File: config.mk
export PLATFORM = sky130hd
export DESIGN_NAME = timer_counter_8bit
export DESIGN_NICKNAME = d
export VERILOG_FILES = /design/src/rtl/timer_counter_8bit.sv
export SDC_FILE = /design/constraint.sdc
export NUM_CORES = 1
export LEC_CHECK = 0
export CORE_UTILIZATION = 51
export CTS_CLUSTER_DIAMETER = 80
export DETAILED_ROUTE_END_ITERATION = 10
export PLACE_DENSITY = 0.81
export SLEW_MARGIN = 15
export SYNTH_ARGS = -nofsm -noshare
export SYNTH_HDL_FRONTEND = slang
export SYNTH_SLANG_ARGS = --single-unit
File: constraint.sdc
create_clock -name pclk -period 3.2 [get_ports pclk]
set_input_delay 0.96 -clock pclk [delete_from_list [all_inputs] [get_ports pclk]]
set_output_delay 0.96 -clock pclk [all_outputs]
set_load 0.01 [all_outputs]
File: src/rtl/timer_counter_8bit.sv
// 8-bit up/down timer with reload, sticky wrap flags and an APB register port.
// Zero-wait-state APB (pready = psel & penable); the counter advances on rising edges of the selected clk_in level.
module timer_counter_8bit (
  input  logic       pclk,
  input  logic       preset_n,
  input  logic [3:0] clk_in,
  input  logic       psel,
  input  logic       penable,
  input  logic       pwrite,
  input  logic [2:0] paddr,
  input  logic [7:0] pwdata,
  output logic [7:0] prdata,
  output logic       pready,
  output logic       pslverr,
  output logic       TMR_OVF,
  output logic       TMR_UDF
);

  typedef struct packed {
    logic       load;
    logic       dir;
    logic       en;
    logic [1:0] csel;
  } tcr_t;

  localparam logic [2:0] ADDR_TCNT = 3'd0;
  localparam logic [2:0] ADDR_TSR  = 3'd1;
  localparam logic [2:0] ADDR_TDR  = 3'd2;
  localparam logic [2:0] ADDR_TCR  = 3'd3;

  logic [7:0] tcnt;
  logic [7:0] tcnt_nxt;
  logic [7:0] tdr;
  logic [1:0] tsr;
  logic [1:0] tsr_clr;
  tcr_t       tcr;
  logic [3:0] clk_prev;
  logic [7:0] rd_mux;

  logic acc;
  logic wr_en;
  logic unmapped;
  logic tick;
  logic count_en;
  logic ovf_set;
  logic udf_set;

  assign acc      = psel & penable;
  assign unmapped = paddr[2];
  assign wr_en    = acc & pwrite & ~unmapped;

  // Outputs are forced low while reset is held, even with an active bus.
  assign pready  = acc & ~preset_n;
  assign pslverr = acc & unmapped & ~preset_n;

  // Every clk_in bit keeps its own history so re-selecting cannot fake an edge.
  assign tick     = clk_in[tcr.csel] & ~clk_prev[tcr.csel];
  assign count_en = ~tcr.load & tcr.en & tick;
  assign ovf_set  = count_en & ~tcr.dir & (tcnt == 8'hFF);
  assign udf_set  = count_en & tcr.dir & (tcnt == 8'h00);
  assign tsr_clr  = (wr_en && paddr == ADDR_TSR) ? ~pwdata[1:0] : 2'b00;

  always_comb begin
    tcnt_nxt = tcnt;
    if (tcr.load) begin
      tcnt_nxt = tdr;
    end else if (count_en) begin
      tcnt_nxt = tcr.dir ? (tcnt - 8'd1) : (tcnt + 8'd1);
    end
  end

  always_ff @(posedge pclk or posedge preset_n) begin
    if (preset_n) begin
      tcnt     <= 8'h00;
      tdr      <= 8'h00;
      tsr      <= 2'b00;
      tcr      <= '0;
      clk_prev <= 4'h0;
    end else begin
      tcnt     <= tcnt_nxt;
      clk_prev <= clk_in;
      // A wrap on the same edge as a software clear keeps the flag set.
      tsr      <= (tsr & ~tsr_clr) | {udf_set, ovf_set};
      if (wr_en && paddr == ADDR_TDR) begin
        tdr <= pwdata;
      end
      if (wr_en && paddr == ADDR_TCR) begin
        tcr <= {pwdata[7], pwdata[5:4], pwdata[1:0]};
      end
    end
  end

  always_comb begin
    rd_mux = 8'h00;
    case (paddr)
      ADDR_TCNT: rd_mux = tcnt;
      ADDR_TSR:  rd_mux = {6'd0, tsr};
      ADDR_TDR:  rd_mux = tdr;
      ADDR_TCR:  rd_mux = {tcr.load, 1'b0, tcr.dir, tcr.en, 2'b00, tcr.csel};
      default:   rd_mux = 8'h00;
    endcase
  end

  assign prdata  = (psel & ~pwrite & ~preset_n) ? rd_mux : 8'h00;
  assign TMR_OVF = tsr[0];
  assign TMR_UDF = tsr[1];

endmodule

Figure 1. Clock routing (run 1).
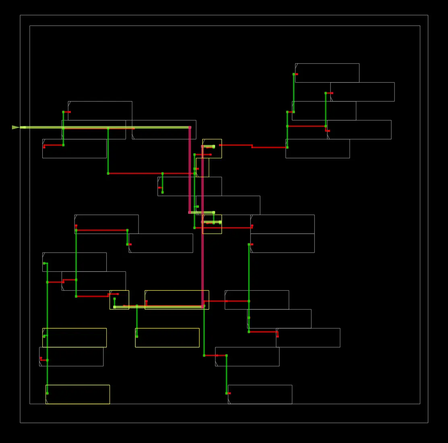
Clock group: 149 uW
clock buf count: 3
Fin Clk Skew: 0.000939 ns
Num Clock Sinks: 27
flop count: 27

Figure 2. M3 wires (run 1).
Scale: 6 px per um. Cells faint in the background.
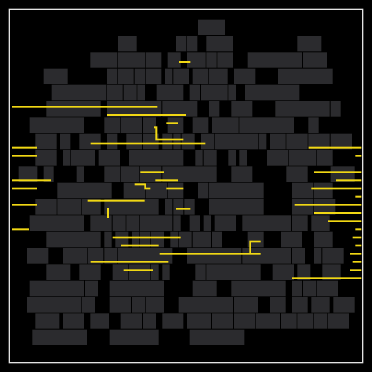
longest straight run: 23.9 um
wire length on this layer: 241 um
share of all routed wire: 5.8%
nets with wire on the layer: 35
main direction: horizontal

==> results.tsv, run 1 <==
metric	value	unit
outcome	finished clean	
ioPinCount	32	
switchingPower	544	uW
place_congestion	0.871	
vias_per_cell	5.95	
final_cell_area	2070	um^2
warnings	26	
crit_path_max_fanout	3	
diodes	0	
lay_top_cells	dfrtp_1, clkdlybuf4s50_1, nor2_1, mux2_2, buf_4	
antenna_found_initial	0	
holdBufCountCts	0	
die_w	58.6	um
yosys_area	1640	um^2
h-tree-depth	1	
ys_sh_aoi	17.4	%
fp_util	53.6	%
grt-ovfl-total	0	
worst_slack	0.0685	ns
required	2.24	ns
end_kind	output port	
edf_count	0	
ys_sh_simple	14.9	%
path_cells	clkdlybuf4s50_1 > and3_1 > clkdlybuf4s50_1	
syn_to_final_growth	26.5	%
place_inst	227	
core	3050	um^2
clockBufferDepth	2	
power.density	646	nW/um^2
die_y	58.6	um
pwr-share-clk	11.1	%
worst-slew-pin-transition	0.549	ns
cp.depth	3	
drtPass1Iterations	4	
grt_max_degree	28	
seq_power_share	42.6	%
crit_type	in2out	
common_cells	dfrtp_1, mux2_2, nor2_1	
cap_violations	0	
slowest_delay	0.54	ns
maxSlewHeadroom	63.3	%
crit_path_top_delay_cell	clkdlybuf4s50_1	
ir_drop	0.337	mV
hold_violations	0	
numSynthFlops	27	
swShare	40.7	%
synth_top_area_share	41.3	%
grt_pass1_vias	1478	
via_count	1386	
wire_per_inst	17.7	um
slew_violations	0	
drive_gt1_share	22.8	%
synth_async_sr_flop_share	100	%
area_leaders	dfrtp_1, mux2_2, ha_1	
startpoint	psel	
synth.cell_area	1640	um^2
tns	0	ns
ys_sh_xor	1.07	%
whs	0.566	ns
synth_area_per_cell	11.0	um^2
syn-instance-count	149	
grt_pass1_wl	6890	um
maxPowerGroup	combinational cells	
whs_endpoint	tcnt[0]	
hold_path_class	reg2reg	
reg2reg_to	tcnt[7]	
rr_worst_depth	6	
cts_tree	built	
grt_usage	27.2	%
synthMuxAreaShare	16.1	%
nets	217	
reg2reg_slack	0.87	ns
yosysCellCount	149	
crit_family	buffers and inverters	
fin_crit	3.13	ns
top_logic_kind	AND-OR/OR-AND gates	
place_hpwl	3080	um
timing.fmax	319	MHz
first_iter_violations	67	
synth_seq_share	41.3	%
p_int	793	uW
worst_hold_startpoint	tdr[0]	
period_used_share	97.9	%
drc	0	
yosysMostFrequentCell	dfrtp_1	
place_area	2040	um^2
comb_cell_power	618	uW
cp-start-kind	primary input	
cts_made_buffers	3	
finalNonFillerCells	233	
combPwrFrac	46.2	%
final_util	67.8	%
clk_latency	0.33	ns
ys_sh_adder	5.81	%
top_area_cell	dfrtp_1	
pre_cts_slack	-0.434	ns
postRouteAntennaNets	0	
p_total	1.34	mW
crit_end	pready	
leakage	0.909	nW
routed_wl	4130	um
port_buffers	31	
core.rowCount	20	
finalSetupViolCount	0	
r2r_start	tcr[3]	
dieArea	3440	um^2
fp_nets	176	
path_buffers	2	
synth_cell_types	46	
mostFrequentLayoutCell	dfrtp_1	
cp.arrival	2.17	ns
seq_cell_power	570	uW
Figure 3. Clock network drawn from the DEF (run 1).
Scale: 8 px per um.
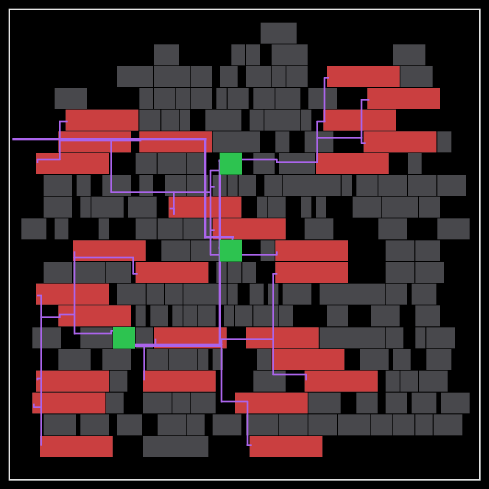
[green] clock-net drivers | count: 3
[purple] clock wires | length: 292 um
[red] flip-flops | count: 27
routed clock nets: 4

[run 1: per-layer routing]
layer  routed length (um)  part of all wire (%)  GRT usage, %
met4                   59                   1.4          8.50
met3                  240                   5.8          3.96
met2                 2200                    53          49.4
met5                    0                     0             0
met1                 1630                    39          33.5
[run 1: registers in the layout, summed over array words and instances, names as in the netlist]
register and count:
tdr 8, tcnt 8, clk_prev 4, tcr 5, tsr 2
[run 1: cell type report]
class                   instances  area, um^2
flip-flops and latches         27         676
well taps                      44        55.1
fillers                       243         982
inverters                       5        22.5
multi-input cells             111         920
repair buffers                 42         370
clock inverters                 1        5.00
clock buffers                   3        22.5
[run 1: what timing repair did]
item,CTS,global route
gates cloned,1,0
buffers inserted,1,0
pin swaps,0,1
endpoints found under the setup margin,10,6
resized,20,7
==> run 2, diff against run 1 <==
Settings changed: ABC_CLOCK_PERIOD_IN_PS from default to 3200.
Figure 4. M3 wires (run 2).
Scale: 6 px per um. Cells faint in the background.
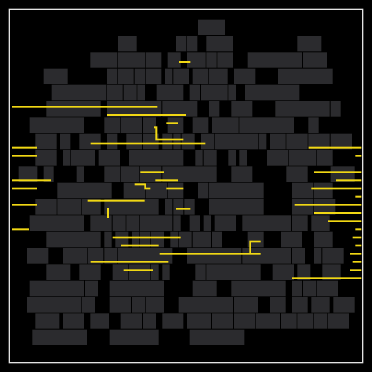
share of all routed wire: 5.8%
wire length on this layer: 241 um
main direction: horizontal
nets with wire on the layer: 35
longest straight run: 23.9 um

==> results.tsv, run 2 <==
metric	value	unit	change
synthMuxAreaShare	16.1	%	unchanged
numSynthFlops	27		unchanged
cts_tree	built		
dieArea	3440	um^2	unchanged
slew_violations	0		unchanged
wire_per_inst	17.7	um	unchanged
fp_util	53.6	%	unchanged
pre_cts_slack	-0.434	ns	unchanged
seq_cell_power	570	uW	about the same
timing.fmax	319	MHz	unchanged
clk_pin_slew	0.14	ns	
place_inst	227		unchanged
worst_slack	0.0685	ns	unchanged
ys_sh_aoi	17.4	%	unchanged
grt_pass1_wl	6890	um	unchanged
h-tree-depth	1		unchanged
final_cell_area	2070	um^2	unchanged
synth_top_area_share	41.3	%	unchanged
die_w	58.6	um	unchanged
place_congestion	0.871		unchanged
drc	0		unchanged
clock_tree.root_cell	clkbuf_4		
tns	0	ns	unchanged
worst_hold_startpoint	tdr[0]		
core.rowCount	20		unchanged
required	2.24	ns	about the same
nets	217		unchanged
synth_cell_types	46		unchanged
mostFrequentLayoutCell	dfrtp_1		
fillers	243		unchanged
vias_per_cell	5.95		unchanged
antenna_found_initial	0		unchanged
crit_end	pready		
grt-ovfl-total	0		unchanged
postRouteAntennaNets	0		unchanged
syn-instance-count	149		unchanged
rr_worst_depth	6		unchanged
fin_crit	3.13	ns	unchanged
fin_skew	0.000939	ns	unchanged
reg2reg_slack	0.87	ns	about the same
period_used_share	97.9	%	unchanged
first_iter_violations	67		unchanged
top_logic_kind	AND-OR/OR-AND gates		
cp.depth	3		unchanged
diodes	0		unchanged
startpoint	psel		
cts_made_buffers	3		unchanged
area_leaders	dfrtp_1, mux2_2, ha_1		
power.density	646	nW/um^2	unchanged
slowest_delay	0.54	ns	about the same
hold_path_class	reg2reg		
synth_async_sr_flop_share	100	%	unchanged
ys_sh_simple	14.9	%	unchanged
clock-sinks	27		unchanged
place_hpwl	3080	um	unchanged
edf_count	0		unchanged
yosys_area	1640	um^2	unchanged
routed_wl	4130	um	unchanged
grt_usage	27.2	%	unchanged
swShare	40.7	%	unchanged
final_util	67.8	%	unchanged
path_buffers	2		unchanged
place_area	2040	um^2	unchanged
reg2reg_to	tcnt[7]		
clockBufferDepth	2		unchanged
finalSetupViolCount	0		unchanged
r2r_start	tcr[3]		
hold_violations	0		unchanged
whs_endpoint	tcnt[0]		
common_cells	dfrtp_1, mux2_2, nor2_1		
via_count	1386		unchanged
comb_cell_power	618	uW	about the same
drtPass1Iterations	4		unchanged
die_y	58.6	um	unchanged
comb_area	920	um^2	unchanged
outcome	finished clean		
cp.arrival	2.17	ns	about the same
path_cells	clkdlybuf4s50_1 > and3_1 > clkdlybuf4s50_1		
yosysCellCount	149		unchanged
pg_clk	149	uW	about the same
ys_sh_adder	5.81	%	unchanged
clk_latency	0.33	ns	about the same
crit_path_max_fanout	3		unchanged
cap_violations	0		unchanged
seq_area	676	um^2	unchanged
crit_path_top_delay_cell	clkdlybuf4s50_1		
port_buffers	31		unchanged
yosysMostFrequentCell	dfrtp_1		
grt_pass1_vias	1478		unchanged
switchingPower	544	uW	unchanged
grt_max_degree	28		unchanged
top_area_cell	dfrtp_1		
maxSlewHeadroom	63.3	%	unchanged
p_int	793	uW	unchanged
leakage	0.909	nW	unchanged
holdBufCountCts	0		unchanged
worst-slew-pin-transition	0.549	ns	unchanged
crit_family	buffers and inverters		
fp_nets	176		unchanged
synth_area_per_cell	11.0	um^2	unchanged
seq_power_share	42.6	%	about the same
core	3050	um^2	unchanged
drive_gt1_share	22.8	%	unchanged
whs	0.566	ns	unchanged
reg_top3	tcnt (8), tdr (8), tcr (5)		
finalNonFillerCells	233		unchanged
p_total	1.34	mW	unchanged
ioPinCount	32		unchanged
maxPowerGroup	combinational cells		
ir_drop	0.337	mV	unchanged
lay_top_cells	dfrtp_1, clkdlybuf4s50_1, nor2_1, mux2_2, buf_4		
crit_type	in2out		
synth.cell_area	1640	um^2	unchanged
ys_sh_xor	1.07	%	unchanged
end_kind	output port		
warnings	26		unchanged
Figure 5. Placement by cell class (run 2).
Scale: 4 px per um.
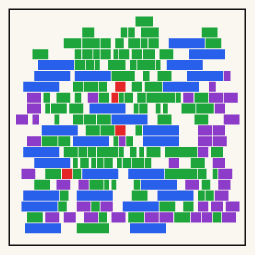
| color | class | cells | share of their area |
|---|---|---|---|
| green | remaining logic cells | 116 | 47% |
| purple | remaining buffers and delay cells | 42 | 18% |
| blue | registers | 27 | 34% |
| red | clock drivers and dummy loads | 4 | 1.4% |

==> run 2: cell counts in the layout (fill, tap and decap cells not counted) <==
Identical to the previous run, type by type.
==> run 2: layout make-up <==
type	count	area share (%)
clock buffers	3	1.09
well taps	44	2.66
clock inverters	1	0.242
flip-flops and latches	27	32.6
multi-input cells	111	44.4
repair buffers	42	17.9
inverters	5	1.09
==> run 2: layer usage <==
metal / track usage (%) / vias up / routed length, um
met5: 0 / - / 0
met4: 8.50 / 0 / 59
met3: 3.96 / 7 / 240
met2: 49.4 / 52 / 2200
met1: 33.5 / 682 / 1630
li1: - / 645 / -
==> run 2: timing repair <==
action                     4_1_cts  5_1_grt
setup endpoints to repair       10        6
gates cloned                     1        0
resized                         20        7
setup buffers                    1        0
pin swaps                        0        1
Figure 6. Clock network drawn from the DEF (run 2).
Scale: 8 px per um.
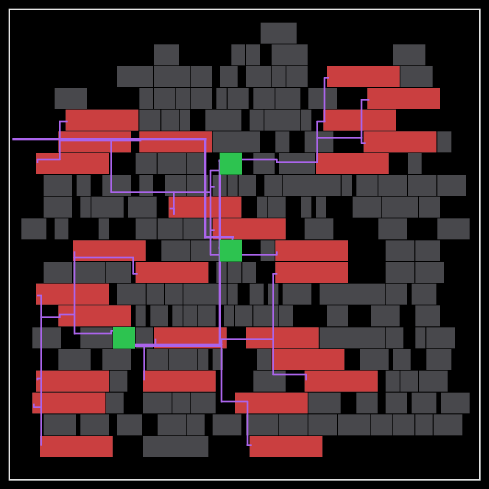

==> run 3, diff against run 2 <==
Settings changed: CORE_UTILIZATION 51 to 45, PLACE_DENSITY 0.81 to 0.73.
Figure 7. Clock network drawn from the DEF (run 3).
Scale: 8 px per um.
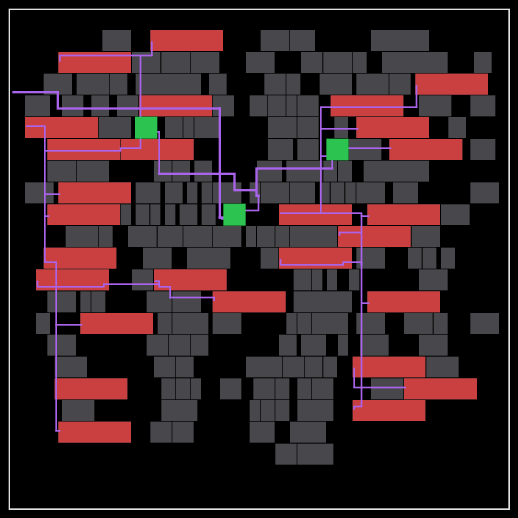
[red] flip-flops | count: 27
[green] clock-net drivers | count: 3
[purple] clock wires | length: 297 um
routed clock nets: 4

==> results.tsv, run 3 <==
metric	value	unit	change
finalNonFillerCells	233		unchanged
comb_cell_power	603	uW	-2%
synthMuxAreaShare	16.1	%	unchanged
mostFrequentLayoutCell	dfrtp_1		
fp_nets	176		unchanged
clock_tree.root_cell	clkbuf_4		
end_kind	output port		
first_iter_violations	60		-10%
dominant_cells	combinational gates		
seq_area	676	um^2	unchanged
wire_per_inst	16.9	um	-4.7%
power.density	641	nW/um^2	-0.75%
ys_sh_xor	1.07	%	unchanged
leakage	0.900	nW	-1.0%
path_cells	clkdlybuf4s50_1 > nor2_1 > nand3_1 > buf_4 > nor2_1 > dlygate4sd2_1		
drtPass1Iterations	4		unchanged
clk_pin_slew	0.14	ns	about the same
cts_made_buffers	3		unchanged
switchingPower	519	uW	-4.7%
inverters	5		unchanged
path_buffers	3		+1
wl_met3	155	um	-35%
required	2.24	ns	about the same
grt_pass1_wl	6670	um	-3.2%
cts_tree	built		
lay_top_cells	dfrtp_1, clkdlybuf4s50_1, nor2_1, mux2_2, buf_4		
p_int	791	uW	-0.19%
crit_type	in2out		
final_cell_area	2040	um^2	-1.3%
antenna_found_initial	0		unchanged
tns	0	ns	unchanged
dieArea	3880	um^2	+13%
top_usage_layer	met2		
via_count	1356		-2.2%
core	3420	um^2	+12%
post_cts_resized	13		-35%
pg_clk	145	uW	-3%
place_hpwl	3140	um	+2.1%
die_y	62.3	um	+6.2%
fin_skew	0.00472	ns	+0.00378 ns
synth_area_per_cell	11.0	um^2	unchanged
clk_latency	0.33	ns	about the same
cap_violations	0		unchanged
outcome	finished clean		
yosys_area	1640	um^2	unchanged
area_leaders	dfrtp_1, mux2_2, ha_1		
drive_gt1_share	21.4	%	-1.4 points
ys_sh_simple	14.9	%	unchanged
grt_max_degree	16		-43%
fin_crit	3.12	ns	-0.0113 ns
slowest_delay	0.44	ns	-0.10 ns
fillers	300		+23%
area_share_clock_buf_inv	1.35	%	+0.017 points
place_area	2050	um^2	+0.74%
place_inst	229		+0.88%
nets	215		-0.92%
seq_power_share	42.9	%	+0.3 points
seq_cell_power	561	uW	-2%
crit_path_top_delay_cell	clkdlybuf4s50_1		
numSynthFlops	27		unchanged
edf_count	0		unchanged
yosysMostFrequentCell	dfrtp_1		
buf_share	17.4	%	-0.44 points
synth_cell_types	46		unchanged
common_cells	dfrtp_1, mux2_2, nor2_1		
n_tap_cell	46		+4.5%
die_w	62.3	um	+6.2%
grt_usage	21.9	%	-5.4 points
top_area_cell	dfrtp_1		
finalSetupViolCount	0		unchanged
synth_async_sr_flop_share	100	%	unchanged
maxPowerGroup	combinational cells		
synth_top_area_share	41.3	%	unchanged
flop-count	27		unchanged
postRouteAntennaNets	0		unchanged
whs	0.566	ns	-0.000610 ns
Figure 8. Placement by cell class (run 3).
Scale: 4 px per um.
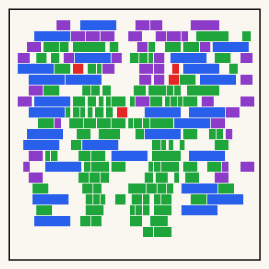
| color | class | cells | share of their area |
|---|---|---|---|
| red | clock drivers and dummy loads | 4 | 1.4% |
| blue | registers | 27 | 34% |
| purple | remaining buffers and delay cells | 40 | 18% |
| green | remaining logic cells | 116 | 47% |
post-layout util: 59.9%
flop share of the area: 33.0%
num rows: 21

-- run 3: cell types whose count changed in the layout (fill, tap and decap cells not counted) --
cell | previous run | this run
clkbuf_2 | 0 | 5
buf_2 | 4 | 0
nor3_1 | 3 | 6
nor3_2 | 3 | 0
buf_12 | 0 | 1
buf_4 | 9 | 8
buf_6 | 1 | 0
clkdlybuf4s15_1 | 2 | 1
clkdlybuf4s50_1 | 19 | 18
-- run 3: final timing paths --
check	cells after the start	start	endpoint
max	6	paddr[2]	prdata[4]
max reg2reg	6	tcr[3]	tcnt[7]
min	1	tdr[3]	tdr[3]
min reg2reg	1	tdr[3]	tdr[3]
max in group asynchronous	3	preset_n	tcnt[4]
min in group asynchronous	3	preset_n	clk_prev[0]

==> screenshots <==
Port wiring.
Scale: 8 px per um.
image #1
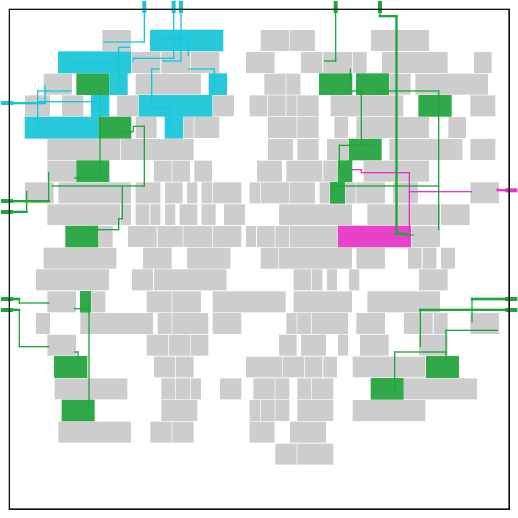
image #2
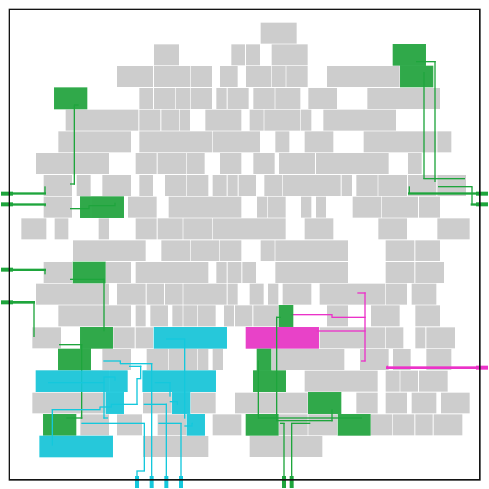
image #1: run 3
image #2: run 1

Power figures rest on the tool's default switching activity, not on a simulated workload.
